File: config.mk
export PLATFORM = sky130hd
export DESIGN_NAME = var_decider_flat
export DESIGN_NICKNAME = d
export VERILOG_FILES = /design/src/rtl/var_decider_if.sv /design/src/rtl/var_decider.sv /design/src/flat_wrapper.sv
export SDC_FILE = /design/constraint.sdc
export NUM_CORES = 1
export LEC_CHECK = 0
export CAP_MARGIN = 0
export CORE_MARGIN = 8
export CORE_UTILIZATION = 50
export DETAILED_ROUTE_END_ITERATION = 10
export GPL_ROUTABILITY_DRIVEN = 0
export HOLD_SLACK_MARGIN = 0.1
export PLACE_DENSITY = 0.81
export SYNTH_ARGS = -nofsm -noshare
export SYNTH_HDL_FRONTEND = slang
export SYNTH_SLANG_ARGS = --single-unit
File: constraint.sdc
create_clock -name clock -period 2 [get_ports clock]
set_input_delay 0.4 -clock clock [delete_from_list [all_inputs] [get_ports clock]]
set_output_delay 0.4 -clock clock [all_outputs]
set_load 0.005 [all_outputs]
File: src/rtl/var_decider_if.sv
// var_decider_if: request/result handshake and variable-table port bundle.
// master: var_decider side. slave: solver control plus table side.
//   start, imp_valid, imp_var, imp_val : requests from solver/propagation
//   ready, done, res_var, res_val,
//   conflict, all_assigned              : status back to solver control
//   tbl_en, tbl_r_w, tbl_address,
//   tbl_din, tbl_dout                   : single read/write table port
interface var_decider_if #(
    parameter int VAR_NUM = 8,
    parameter int IDX_W   = 3
);
    logic               start;
    logic               imp_valid;
    logic [IDX_W-1:0]   imp_var;
    logic               imp_val;
    logic               ready;
    logic               done;
    logic [IDX_W-1:0]   res_var;
    logic               res_val;
    logic               conflict;
    logic               all_assigned;
    logic               tbl_en;
    logic               tbl_r_w;
    logic [1:0]         tbl_address;
    logic [VAR_NUM-1:0] tbl_din;
    logic [VAR_NUM-1:0] tbl_dout;

    modport master (
        input  start, imp_valid, imp_var, imp_val, tbl_dout,
        output ready, done, res_var, res_val, conflict, all_assigned,
        output tbl_en, tbl_r_w, tbl_address, tbl_din
    );

    modport slave (
        output start, imp_valid, imp_var, imp_val, tbl_dout,
        input  ready, done, res_var, res_val, conflict, all_assigned,
        input  tbl_en, tbl_r_w, tbl_address, tbl_din
    );
endinterface

File: src/rtl/var_decider.sv
// var_decider: sequencer for the BCP variable table (decide / imply).
// Reads assignment, free and assigned rows, evaluates, writes them back.
//   clock, reset : single clock, synchronous active-high reset
//   bus          : var_decider_if.master (requests, status, table port)
// Build option: define VAR_DECIDER_PHASE_ONE_EN to make decisions assign
// value 1 instead of 0; implications are unaffected.
module var_decider #(
    parameter int VAR_NUM = 8,
    parameter int IDX_W   = 3
) (
    input  logic          clock,
    input  logic          reset,
    var_decider_if.master bus
);

`ifdef VAR_DECIDER_PHASE_ONE_EN
    localparam logic DEC_VAL = 1'b1;
`else
    localparam logic DEC_VAL = 1'b0;
`endif

    typedef enum logic [3:0] {
        IDLE, RD_FREE, RD_VAL, RD_ASD, CAP,
        EVAL, WR_VAL, WR_FREE, WR_ASD, DONE
    } state_t;

    state_t             state;
    state_t             state_next;
    logic               is_imp;
    logic [IDX_W-1:0]   cur_var;
    logic               cur_val;
    logic [VAR_NUM-1:0] free_row;
    logic [VAR_NUM-1:0] asg_row;
    logic [VAR_NUM-1:0] asd_row;
    logic [VAR_NUM-1:0] cand;
    logic [IDX_W-1:0]   low_idx;
    logic               eval_all;
    logic               eval_conf;
    logic               eval_skip;
    logic               eval_dec;
    logic [IDX_W-1:0]   sel_var;
    logic               sel_val;
    logic [VAR_NUM-1:0] sel_bit;
    logic               en_next;
    logic               rw_next;
    logic [1:0]         addr_next;
    logic [VAR_NUM-1:0] din_next;

    // Lowest unassigned free variable; scan downward so the last hit wins.
    always_comb begin
        cand    = free_row & ~asd_row;
        low_idx = '0;
        for (int i = VAR_NUM - 1; i >= 0; i--) begin
            if (cand[i]) begin
                low_idx = i[IDX_W-1:0];
            end
        end
    end

    // In EVAL a decision's variable is not latched yet, so the first write
    // takes it straight from the priority scan.
    always_comb begin
        eval_dec  = (state == EVAL) && !is_imp;
        eval_all  = eval_dec && (cand == '0);
        eval_conf = (state == EVAL) && is_imp && asd_row[cur_var]
                    && (asg_row[cur_var] != cur_val);
        eval_skip = eval_all
                    || ((state == EVAL) && is_imp && asd_row[cur_var]);
        sel_var   = eval_dec ? low_idx : cur_var;
        sel_val   = eval_dec ? DEC_VAL : cur_val;
        sel_bit   = {{(VAR_NUM-1){1'b0}}, 1'b1} << sel_var;
    end

    always_comb begin
        state_next = state;
        unique case (state)
            IDLE:    if (bus.imp_valid || bus.start) state_next = RD_FREE;
            RD_FREE: state_next = RD_VAL;
            RD_VAL:  state_next = RD_ASD;
            RD_ASD:  state_next = CAP;
            CAP:     state_next = EVAL;
            EVAL:    state_next = eval_skip ? DONE : WR_VAL;
            WR_VAL:  state_next = WR_FREE;
            WR_FREE: state_next = WR_ASD;
            WR_ASD:  state_next = DONE;
            DONE:    state_next = IDLE;
            default: state_next = IDLE;
        endcase
    end

    // Table port values for the coming state; registered below so the
    // port is driven by flops only.
    always_comb begin
        en_next   = 1'b0;
        rw_next   = 1'b0;
        addr_next = 2'd0;
        din_next  = '0;
        unique case (state_next)
            RD_FREE: begin
                en_next   = 1'b1;
                rw_next   = 1'b1;
                addr_next = 2'd1;
            end
            RD_VAL: begin
                en_next   = 1'b1;
                rw_next   = 1'b1;
                addr_next = 2'd0;
            end
            RD_ASD: begin
                en_next   = 1'b1;
                rw_next   = 1'b1;
                addr_next = 2'd2;
            end
            WR_VAL: begin
                en_next   = 1'b1;
                addr_next = 2'd0;
                din_next  = sel_val ? (asg_row | sel_bit)
                                    : (asg_row & ~sel_bit);
            end
            WR_FREE: begin
                en_next   = 1'b1;
                addr_next = 2'd1;
                din_next  = free_row & ~sel_bit;
            end
            WR_ASD: begin
                en_next   = 1'b1;
                addr_next = 2'd2;
                din_next  = asd_row | sel_bit;
            end
            default: ;
        endcase
    end

    always_ff @(posedge clock) begin
        if (reset) begin
            state            <= IDLE;
            bus.ready        <= 1'b1;
            bus.done         <= 1'b0;
            bus.conflict     <= 1'b0;
            bus.all_assigned <= 1'b0;
            bus.res_var      <= '0;
            bus.res_val      <= 1'b0;
            bus.tbl_en       <= 1'b0;
            bus.tbl_r_w      <= 1'b0;
            bus.tbl_address  <= 2'd0;
            bus.tbl_din      <= '0;
        end else begin
            state            <= state_next;
            bus.ready        <= (state_next == IDLE);
            bus.done         <= (state_next == DONE);
            bus.conflict     <= eval_conf;
            bus.all_assigned <= eval_all;
            bus.tbl_en       <= en_next;
            bus.tbl_r_w      <= rw_next;
            bus.tbl_address  <= addr_next;
            bus.tbl_din      <= din_next;
            // all-assigned leaves the previous result visible
            if ((state_next == DONE) && !eval_all) begin
                bus.res_var <= sel_var;
                bus.res_val <= sel_val;
            end
        end
    end

    // Rows arrive one cycle after each read is issued.
    always_ff @(posedge clock) begin
        if (reset) begin
            is_imp   <= 1'b0;
            cur_var  <= '0;
            cur_val  <= 1'b0;
            free_row <= '0;
            asg_row  <= '0;
            asd_row  <= '0;
        end else begin
            unique case (state)
                IDLE: begin
                    if (bus.imp_valid) begin
                        is_imp  <= 1'b1;
                        cur_var <= bus.imp_var;
                        cur_val <= bus.imp_val;
                    end else if (bus.start) begin
                        is_imp  <= 1'b0;
                    end
                end
                RD_VAL: free_row <= bus.tbl_dout;
                RD_ASD: asg_row  <= bus.tbl_dout;
                CAP:    asd_row  <= bus.tbl_dout;
                EVAL: begin
                    if (!is_imp) begin
                        cur_var <= low_idx;
                        cur_val <= DEC_VAL;
                    end
                end
                default: ;
            endcase
        end
    end

endmodule
File: src/flat_wrapper.sv
// flat-port wrapper written by rule: the top's interface ports become plain ports
module var_decider_flat 
#(
    parameter int VAR_NUM = 8,
    parameter int IDX_W   = 3
)
  (clock, reset, bus_start, bus_imp_valid, bus_imp_var, bus_imp_val, bus_tbl_dout, bus_ready, bus_done, bus_res_var, bus_res_val, bus_conflict, bus_all_assigned, bus_tbl_en, bus_tbl_r_w, bus_tbl_address, bus_tbl_din);
  var_decider_if #(.VAR_NUM(VAR_NUM), .IDX_W(IDX_W)) bus_i ();
  input  logic clock;
  input  logic reset;
  input wire logic [$bits(bus_i.start)-1:0] bus_start;
  input wire logic [$bits(bus_i.imp_valid)-1:0] bus_imp_valid;
  input wire logic [$bits(bus_i.imp_var)-1:0] bus_imp_var;
  input wire logic [$bits(bus_i.imp_val)-1:0] bus_imp_val;
  input wire logic [$bits(bus_i.tbl_dout)-1:0] bus_tbl_dout;
  output wire logic [$bits(bus_i.ready)-1:0] bus_ready;
  output wire logic [$bits(bus_i.done)-1:0] bus_done;
  output wire logic [$bits(bus_i.res_var)-1:0] bus_res_var;
  output wire logic [$bits(bus_i.res_val)-1:0] bus_res_val;
  output wire logic [$bits(bus_i.conflict)-1:0] bus_conflict;
  output wire logic [$bits(bus_i.all_assigned)-1:0] bus_all_assigned;
  output wire logic [$bits(bus_i.tbl_en)-1:0] bus_tbl_en;
  output wire logic [$bits(bus_i.tbl_r_w)-1:0] bus_tbl_r_w;
  output wire logic [$bits(bus_i.tbl_address)-1:0] bus_tbl_address;
  output wire logic [$bits(bus_i.tbl_din)-1:0] bus_tbl_din;
  assign bus_i.start = bus_start;
  assign bus_i.imp_valid = bus_imp_valid;
  assign bus_i.imp_var = bus_imp_var;
  assign bus_i.imp_val = bus_imp_val;
  assign bus_i.tbl_dout = bus_tbl_dout;
  assign bus_ready = bus_i.ready;
  assign bus_done = bus_i.done;
  assign bus_res_var = bus_i.res_var;
  assign bus_res_val = bus_i.res_val;
  assign bus_conflict = bus_i.conflict;
  assign bus_all_assigned = bus_i.all_assigned;
  assign bus_tbl_en = bus_i.tbl_en;
  assign bus_tbl_r_w = bus_i.tbl_r_w;
  assign bus_tbl_address = bus_i.tbl_address;
  assign bus_tbl_din = bus_i.tbl_din;
  var_decider #(.VAR_NUM(VAR_NUM), .IDX_W(IDX_W)) u_core (.clock(clock), .reset(reset), .bus(bus_i));
endmodule
Fig. 1: run 1, clock wires, drivers and flops
The bar under the picture is 20 microns long.
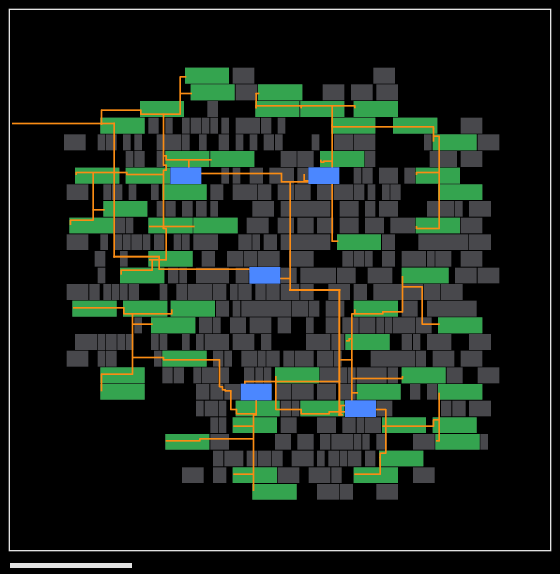
[flip-flops] green | count: 53
[clock drivers] blue | count: 5
[clock wires] orange | length: 589 microns
routed clock nets: 6
flops lie: spread over the die

Fig. 2: run 1, placement by cell class
The bar under the picture is 20 microns long.
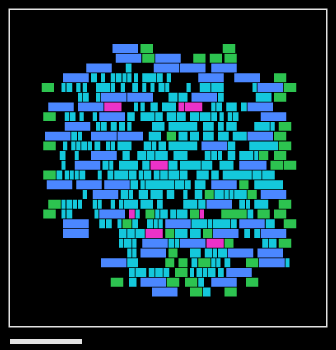
| class | color | cells |
|---|---|---|
| clock drivers and dummy loads | magenta | 8 |
| combinational and other logic | cyan | 229 |
| other buffers and delay cells | green | 50 |
| flops | blue | 53 |
Post-Route Utilization: 62.60%
post-route design area: 3177 sq um
area of the core: 5075 sq um
placement row count: 26

Fig. 3: run 1, gate-type map
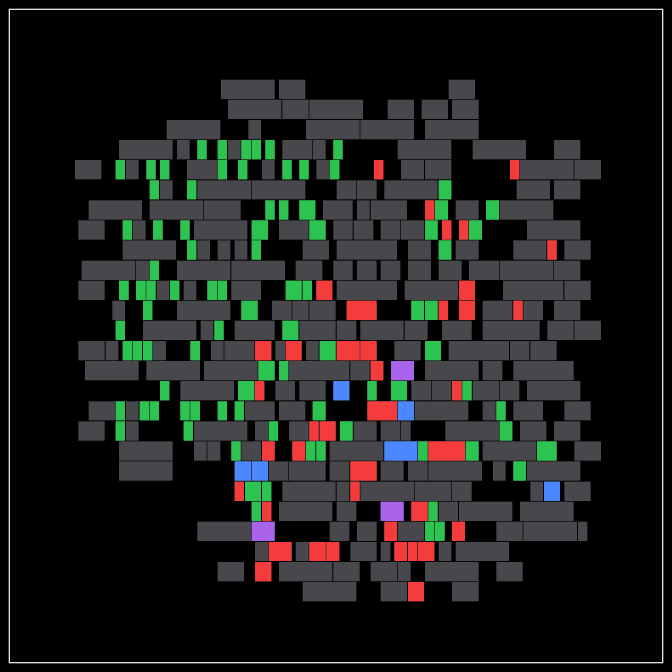
| family | color | cells |
|---|---|---|
| NAND gates | green | 88 |
| XOR/XNOR gates | purple | 3 |
| NOR gates | red | 40 |
| AND and OR gates | blue | 6 |

==> run notes, run 1 <==
The synthesis and PnR run went through. The flow ran to the end, and the final reports show no timing, DRC or antenna violations. Via-per-instance ratio landed at approximately 5.8. The violation tally recorded at the end of detailed-routing iteration 0 is roughly 180. Flop share of the area landed at 33.44%. STA on the placed design reports a worst setup slack of 0.02851 ns. Summing over every cut layer, the via total after detailed routing is 2367. Met3 wirelength from detailed routing landed at 469 microns.

Number of combinational gates with multiple inputs landed at 226. Total of max-cap violations landed at 0. Chip area in the Yosys report landed at roughly 2600 sq um.

The worst VDD IR drop from the latest analysis is 0.0004562 V. Setup slack of the critical path after layout landed at about 0.11 ns. The tree is rooted in a sky130_fd_sc_hd__clkbuf_8. In this run the tools logged warnings totalling 27.

Global routing met2 resource utilization landed at between 20 and 30%. Post-synthesis adder-cell area fraction landed at 0%. Combinational logic is responsible for between 20% and 30% of the overall power.

Count of buffers from port buffering landed at 35. Yosys stat counts 299 cells in the synthesized netlist. Synthesized area divided by synthesized cell count landed at slightly below 9 sq um.

Basic-gate share of the synthesized area counting and, or, nand and nor cells landed at about 25%. Looking at the critical path, the single cell with the biggest stage delay is sky130_fd_sc_hd__dfxtp_1. Final-layout non-clock buffer area share landed at 14.97%. TritonCTS built the clock tree. By area, the combinational part of the netlist is dominated by simple AND/OR/NAND/NOR gates.

Net count reported at finish landed at roughly 360. After detailed routing, the number of remaining DRC violations is 0. Routed metal-1 wire length landed at 2937 microns. The worst setup path is launched from a flip-flop. The internal power of the cells totals around 1.5 mW.

Sequential cells account for a little over half of the total power. Data on the critical path is required at its endpoint by 2.20 ns. Summed over all routing layers, the global router reports a total usage of 17.46%. The worst setup path is captured at a flip-flop. Register bit count reported by yosys landed at ~53.

Buffers plus inverters on the worst setup path landed at 1. After global routing, the most crowded layer is met2. Tightest slew margin relative to the limit landed at 70.40%. Total power normalized to cell area comes to between 600 and 700 nW/um^2. Latest clock arrival within the worst-skew pair landed at approximately 0.31 ns. Setup violation total in the final timing report landed at 0. In the post-route report, total wirelength is listed as 6524 microns. Final-layout worst hold slack landed at 0.4747 ns. Pin count of the biggest net entering global routing landed at 31.

The detailed router used layers up to and including met4. Data arrival time at the worst-slack endpoint landed at ~2.1 ns. The path class of the tightest hold or removal check is reg2reg.

Non-clock inverter instance count of the final layout landed at 3. Number of sequential cells landed at 53. The critical path crosses 7 cells after its start point. Number of clock buffers in the layout landed at 6. Met1 usage landed at 23.02%.

Endpoints failing hold in the final report were tallied at 0. Pins over their slew limit in the final report were tallied at 0. The most frequently used library cell after synthesis is sky130_fd_sc_hd__nand2_1. Net switching power of the design landed at 618.8 uW.

Per the layout area report, the combinational fraction of cell area is a little under half. STA reports a reg2reg setup slack of roughly 0.11 ns. Half-perimeter wire length after detailed placement landed at 4861 microns. Combinational gate area landed at ~1500 sq um. Number of tapcells landed at 70. Area growth from synthesis to final layout landed at 21.66%. Per the post-CTS timing run, clock transition at the registers of the reported paths is roughly 0.090 ns. Cell area after technology mapping landed at 2611 sq um. The detailed placer reported the number of placed instances as approximately 400. Post-layout instance count excluding filler cells landed at approximately 400. The biggest slice of the area belongs to combinational gates. Die boundary width landed at about 90 microns. Post-CTS repair timing setup buffer count landed at 0. Number of diodes landed at 0.

OpenROAD reports that the post-layout worst path occupies 94.67% of the period. Number of enable-type register cells in the synthesized netlist landed at 0. Per the synthesis report, the XOR/XNOR share of the synthesized area is under 10%. CTS reports a maximum clock tree buffer depth of 2.

The critical path starts at u_core.asd_row[6]. Counting flops with an async set or reset pin after synthesis yields a share of 0%. The critical path ends at u_core.bus.tbl_din[1]. Number of warnings issued by yosys landed at 0.

Per the synthesis report, the dominant area consumer among library cells is sky130_fd_sc_hd__dfxtp_1. The gate-level netlist out of Yosys references approximately 44 unique cell types. Die span in y landed at slightly below 90 microns. Number of antenna violations at the first check in global routing landed at 0. Fraction of synthesized cell area taken by the top area cell type landed at 40.63%.

Hold analysis lists the worst path endpoint as u_core.free_row[5]. Slew at the pin closest to its max-slew limit landed at around 0.44 ns. The commonest cells after synthesis are sky130_fd_sc_hd__nand2_1, sky130_fd_sc_hd__dfxtp_1, sky130_fd_sc_hd__a21oi_1, sky130_fd_sc_hd__nor2_1, sky130_fd_sc_hd__nand3_1. The power report lists the combinational group at between 400 and 500 uW. The synthesized netlist devotes between 10% and 20% of its cell area to compound gates. Once the clock tree was built, the resizer swapped 0 gates to a different size. Detailed routing placed a total of approximately 3000 microns of wire on met2.
==> run 2: changes to the inputs <==
GPL_TIMING_DRIVEN = 1   (was unset)
Fig. 4: run 2, placement by cell class
The bar under the picture is 20 microns long.
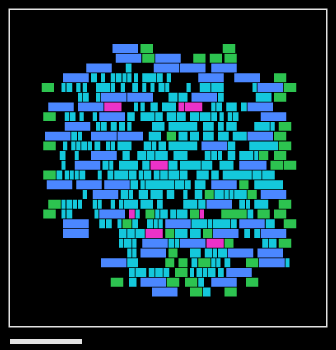
| class | color | cells |
|---|---|---|
| other buffers and delay cells | green | 50 |
| flops | blue | 53 |
| combinational and other logic | cyan | 229 |
| clock drivers and dummy loads | magenta | 8 |

Fig. 5: run 2, sequential cells colored by netlist name
The bar under the picture is 20 microns long.
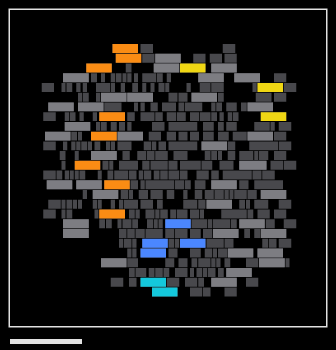
| name in the netlist | color | placed flops |
|---|---|---|
| u_core.bus.res_var | yellow | 3 |
| u_core.free_row | orange | 8 |
| u_core.bus.tbl_address | cyan | 2 |
| u_core.state | blue | 4 |
not colored: 36

Fig. 6: run 2, track usage over the die
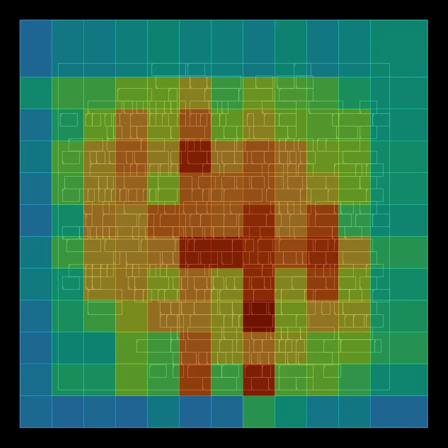
mean routed wirelength per cell: 15.91 microns
met2 usage in global routing: 27.63%
met1 track demand over resource: 23.02%

==> run 2 against run 1 <==
Against the previous run: critical path type unchanged; total power unchanged; maximum frequency unchanged; first-iteration DRC count unchanged; largest power group unchanged; core utilization unchanged; register-to-register slack about the same; critical path depth unchanged; routed wire length unchanged; critical endpoint unchanged; count of clock-buffer cells in the layout unchanged.
==> run notes, run 2 <==
The synthesis and PnR run went through. Parity-gate share of the synthesized area counting xor and xnor cells landed at 1.006% (unchanged). Number of warnings issued by yosys landed at 0 (unchanged). The termination of the worst setup path is u_core.bus.tbl_din[1] (unchanged). The pin count of the biggest net entering global routing was 31 (unchanged).

The die span in y is 88.27 microns (unchanged). The setup violation total in the final timing report came to 0 (unchanged). The post-synthesis adder-cell area fraction is 0% (unchanged). Data arrival time at the worst-slack endpoint landed at 2.09 ns (about the same). Final tally of hold violations landed at 0 (unchanged). The register bit count reported by yosys was 53 (unchanged). The cell leakage power is 1.077 nW (unchanged). The part of the power in combinational logic came to 20.2% (about the same). The buffers plus inverters on the worst setup path was 1 (unchanged).

Final-layout worst hold slack landed at 0.4747 ns (unchanged). Power share of the clock group landed at 27.0% (about the same). Power density over cell area landed at 680.5 nW/um^2 (unchanged). The post-CTS repair timing setup buffer count came to 0 (unchanged). Synthesized area divided by synthesized cell count landed at 8.733 sq um (unchanged). The non-clock inverter instance count of the final layout was 3 (unchanged). Via-per-instance ratio landed at 5.773 (unchanged).

The commonest non-fill, non-tap cell in the layout is sky130_fd_sc_hd__nand2_1 (unchanged). The number of combinational gates with multiple inputs came to 226 (unchanged). The number of tapcells is 70 (unchanged). The post-synthesis cell type with the largest instance count is sky130_fd_sc_hd__nand2_1 (unchanged). The cell group occupying the most layout area is combinational gates (unchanged). The share of async-settable or async-resettable flops after synthesis is 0% (unchanged). The clock tree from TritonCTS is built (unchanged). The cell area after technology mapping was 2611 sq um (unchanged). Violation count after the first detailed-routing iteration landed at 184 (unchanged). Wire length reported by the detailed router landed at 6524 microns (unchanged). The root cell of the clock tree is sky130_fd_sc_hd__clkbuf_8 (unchanged). Outcome: complete, no violations (unchanged). The launching element type of the critical path is a flip-flop (unchanged). Required time at the worst-slack endpoint landed at 2.20 ns (about the same). Slack of the worst reg-to-reg path landed at 0.11 ns (about the same). The net count reported at finish is 355 (unchanged).

The setup slack of the critical path after layout was 0.1066 ns (unchanged). The layer carrying the most global-route usage was met2 (unchanged). The post-CTS resize count came to 0 (unchanged). Via count of the first global-routing pass landed at 2209 (unchanged). Number of enable-type register cells in the synthesized netlist landed at 0 (unchanged). Proportion of cell area spent on the clock network landed at 2.599% (unchanged). The number of buffers inserted during clock tree synthesis came to 5 (unchanged). Met3 wirelength from detailed routing landed at 469 microns (unchanged).

The flop share of the area came to 33.44% (unchanged). Buffer depth of the longest clock path landed at 2 (unchanged). The post-layout instance count excluding filler cells was 410 (unchanged). Basic-gate share of the synthesized area counting and, or, nand and nor cells landed at 24.77% (unchanged). Area of the core region landed at 5075 sq um (unchanged). The count of pins on the block boundary was 36 (unchanged).

Cell-internal power landed at 1.543 mW (unchanged). Maximum vdd ir drop landed at 0.0004562 V (unchanged). Core utilization before placement landed at 51.45% (unchanged). Top cells by area, synth: sky130_fd_sc_hd__dfxtp_1, sky130_fd_sc_hd__nand2_1, sky130_fd_sc_hd__a21oi_1, sky130_fd_sc_hd__mux2_2, sky130_fd_sc_hd__mux2i_1 (unchanged).

The floorplan row count is 26 (unchanged). The die boundary width is 88.27 microns (unchanged). The capturing element type of the critical path was a flip-flop (unchanged). CTS clock-pin slew for the worst setup and hold paths landed at 0.09 ns (about the same). The via count is 2367 (unchanged). Most frequent cells after synthesis: sky130_fd_sc_hd__nand2_1, sky130_fd_sc_hd__dfxtp_1, sky130_fd_sc_hd__a21oi_1, sky130_fd_sc_hd__nor2_1, sky130_fd_sc_hd__nand3_1 (unchanged). Share of the clock period used by the worst path landed at 94.67% (unchanged).

Half-perimeter wire length after detailed placement landed at 4861 microns (unchanged). The capture endpoint of the worst hold path is u_core.free_row[5] (unchanged). The total of max-cap violations came to 0 (unchanged).

The tightest slew margin relative to the limit came to 70.40% (unchanged). The placement-stage worst setup slack was 0.02851 ns (unchanged). Power attributed to combinational cells landed at 437 uW (about the same). Cell count listed in synth_stat.txt landed at 299 (unchanged). The setup skew after layout came to 0.008025 ns (unchanged). The chip area in the Yosys report came to 2611 sq um (unchanged). The library cell with the largest summed area after synthesis is sky130_fd_sc_hd__dfxtp_1 (unchanged).

The final cell utilization of the core came to 62.60% (unchanged). The slowest cell on the critical path is sky130_fd_sc_hd__dfxtp_1 (unchanged). The count of buffers from port buffering came to 35 (unchanged).

The maximum clock rate is 528.1 MHz (unchanged). Latest clock arrival within the worst-skew pair landed at 0.31 ns (about the same). The startpoint of the worst setup timing path is u_core.asd_row[6] (unchanged). The number of antenna violations at the first check in global routing came to 0 (unchanged).

The depth of the critical timing path with buffers and inverters included was 7 (unchanged). Delay of the slowest critical-path stage landed at 0.45 ns (about the same). Net switching power of the design landed at 618.8 uW (unchanged). Sequential share of power landed at 52.8% (about the same). The number of different library cells in the post-synthesis netlist was 44 (unchanged).

The final-layout non-clock buffer area share is 14.97% (unchanged). Global-route usage over all layers landed at 17.46% (unchanged). The number of clock buffers in the layout came to 6 (unchanged). Sequential-to-total area share from yosys stat landed at 40.63% (unchanged). Fraction of standard cell area in multi-input logic landed at 45.88% (unchanged). The total number of warnings across the stage logs is 27 (unchanged). The top layer reached by signal wires is met4 (unchanged).

Fraction of synthesized cell area taken by the top area cell type landed at 40.63% (unchanged). The path category of the worst min-delay check is reg2reg (unchanged). The cell depth of the worst hold path is 2 (unchanged).

The area growth from synthesis to final layout was 21.66% (unchanged). The number of slew-limit violations in the final report came to 0 (unchanged). The final cell area excluding filler cells was 3177 sq um (unchanged). The slew at the pin closest to its max-slew limit came to 0.4399 ns (unchanged).

Detailed-route DRC error count landed at 0 (unchanged). Met2 wire length landed at 3045 microns (unchanged). Routed metal-1 wire length landed at 2937 microns (unchanged). The and-or/or-and share of the synthesized area came to 16.53% (unchanged). Total of plain and repair buffers excluding clock buffers landed at 50 (unchanged). The number of diodes came to 0 (unchanged). Layout cell share with drive strength beyond 1 landed at 15.59% (unchanged). Total grt overflow landed at 0 (unchanged). Post-placement cell count landed at 401 (unchanged).

The combinational gate area is 1458 sq um (unchanged). The dominant non-sequential cell family after synthesis was simple AND/OR/NAND/NOR gates (unchanged). The number of sequential cells is 53 (unchanged).
==> run 3: changes to the inputs <==
HOLD_SLACK_MARGIN = unset   (was 0.1)
Fig. 7: run 3, gate-type map
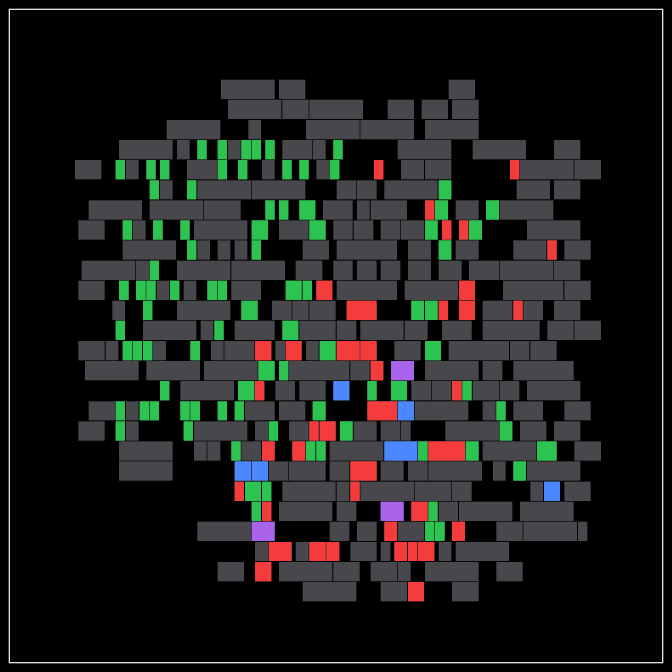
| family | color | cells |
|---|---|---|
| NAND gates | green | 88 |
| XOR/XNOR gates | purple | 3 |
| AND and OR gates | blue | 6 |
| NOR gates | red | 40 |
logic gate fraction of the total cell area: 45.88%
final instance count without filler cells: 410

Fig. 8: run 3, placement by cell class
The bar under the picture is 20 microns long.
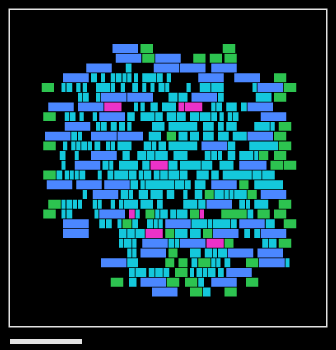
| class | color | cells |
|---|---|---|
| clock drivers and dummy loads | magenta | 8 |
| combinational and other logic | cyan | 229 |
| flops | blue | 53 |
| other buffers and delay cells | green | 50 |
Seq/total area: 33.44%

Fig. 9: run 3, sequential cells colored by netlist name
The bar under the picture is 20 microns long.
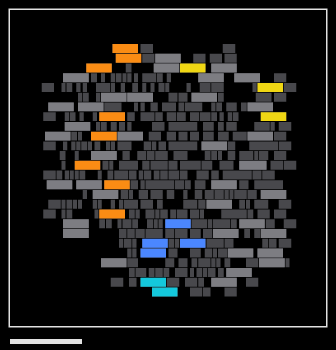
| name in the netlist | color | placed flops |
|---|---|---|
| u_core.bus.res_var | yellow | 3 |
| u_core.free_row | orange | 8 |
| u_core.bus.tbl_address | cyan | 2 |
| u_core.state | blue | 4 |
not colored: 36
area occupied by registers: 1062 sq um
power of the sequential group: 1.14 mW

==> run 3 against run 2 <==
Against the previous run: non-clock buffer count stayed put; area after synthesis did not move; global-route usage unchanged; register-to-register slack is essentially flat; count of clock-buffer cells in the layout stayed put; final cell count unchanged; final area unchanged; largest cell class unchanged.
==> run notes, run 3 <==
The synthesis and PnR run went through. The dominant non-sequential cell family after synthesis is simple AND/OR/NAND/NOR gates (unchanged). Count of pins on the block boundary landed at 36 (unchanged). The post-synthesis cell type with the largest instance count is sky130_fd_sc_hd__nand2_1 (unchanged). Maximum vdd ir drop landed at 0.0004562 V (unchanged). The net count reported at finish was 355 (unchanged). The met1 usage came to 23.02% (unchanged). The count of buffers from port buffering came to 35 (unchanged). The startpoint of the worst setup timing path was u_core.asd_row[6] (unchanged).

Number of clock buffers in the layout landed at 6 (unchanged). The top layer reached by signal wires was met4 (unchanged). Post-synthesis adder-cell area fraction landed at 0% (unchanged). The number of enable-type register cells in the synthesized netlist was 0 (unchanged).

The basic-gate share of the synthesized area counting and, or, nand and nor cells came to 24.77% (unchanged). Non-clock inverter instance count of the final layout landed at 3 (unchanged). Slew at the pin closest to its max-slew limit landed at 0.4399 ns (unchanged). The share of the clock period used by the worst path was 94.67% (unchanged). Routed metal-1 wire length landed at 2937 microns (unchanged). The library cell with the largest summed area after synthesis is sky130_fd_sc_hd__dfxtp_1 (unchanged). The post-CTS repair timing setup buffer count came to 0 (unchanged). Maximum clock rate landed at 528.1 MHz (unchanged).

The termination of the worst setup path is u_core.bus.tbl_din[1] (unchanged). The final cell area excluding filler cells came to 3177 sq um (unchanged). Met2 wire length landed at 3045 microns (unchanged).

The violation count after the first detailed-routing iteration is 184 (unchanged). The number of antenna violations at the first check in global routing was 0 (unchanged). The number of different library cells in the post-synthesis netlist came to 44 (unchanged). The capture endpoint of the worst hold path is u_core.free_row[5] (unchanged). Detailed-route DRC error count landed at 0 (unchanged).

The global routing met2 resource utilization came to 27.63% (unchanged). Number of diodes landed at 0 (unchanged). The number of sequential cells is 53 (unchanged). Number of combinational gates with multiple inputs landed at 226 (unchanged). Number of warnings issued by yosys landed at 0 (unchanged).

Final-layout non-clock buffer area share landed at 14.97% (unchanged). The root cell of the clock tree is sky130_fd_sc_hd__clkbuf_8 (unchanged). Setup violation total in the final timing report landed at 0 (unchanged). The cell-internal power is 1.543 mW (unchanged). The capturing element type of the critical path is a flip-flop (unchanged).

Combinational gate area landed at 1458 sq um (unchanged). Share of async-settable or async-resettable flops after synthesis landed at 0% (unchanged). The slowest cell on the critical path is sky130_fd_sc_hd__dfxtp_1 (unchanged). The pin count of the biggest net entering global routing was 31 (unchanged). Data arrival time at the worst-slack endpoint landed at 2.09 ns (about the same).

Cell leakage power landed at 1.077 nW (unchanged). The cell count listed in synth_stat.txt is 299 (unchanged). The total of max-cap violations was 0 (unchanged). Cell depth of the worst hold path landed at 2 (unchanged). Top cells by area, synth: sky130_fd_sc_hd__dfxtp_1, sky130_fd_sc_hd__nand2_1, sky130_fd_sc_hd__a21oi_1, sky130_fd_sc_hd__mux2_2, sky130_fd_sc_hd__mux2i_1 (unchanged). The fraction of synthesized cell area taken by the top area cell type is 40.63% (unchanged). Delay of the slowest critical-path stage landed at 0.45 ns (about the same). The via-per-instance ratio was 5.773 (unchanged). The path category of the worst min-delay check is reg2reg (unchanged). Tightest slew margin relative to the limit landed at 70.40% (unchanged). Power attributed to combinational cells landed at 437 uW (about the same). Placement-stage worst setup slack landed at 0.02851 ns (unchanged). Post-placement cell count landed at 401 (unchanged). The cell area after technology mapping is 2611 sq um (unchanged). The final cell utilization of the core is 62.60% (unchanged). The met3 wirelength from detailed routing was 469 microns (unchanged). The latest clock arrival within the worst-skew pair was 0.31 ns (about the same). The total of plain and repair buffers excluding clock buffers came to 50 (unchanged). Outcome: complete, no violations (unchanged). The post-CTS resize count was 0 (unchanged). Synthesized area divided by synthesized cell count landed at 8.733 sq um (unchanged). The area of the core region was 5075 sq um (unchanged). Buffer depth of the longest clock path landed at 2 (unchanged). Sequential share of power landed at 52.8% (about the same). Net switching power of the design landed at 618.8 uW (unchanged).
No activity file was given, so power comes from the tool's default toggle rates.
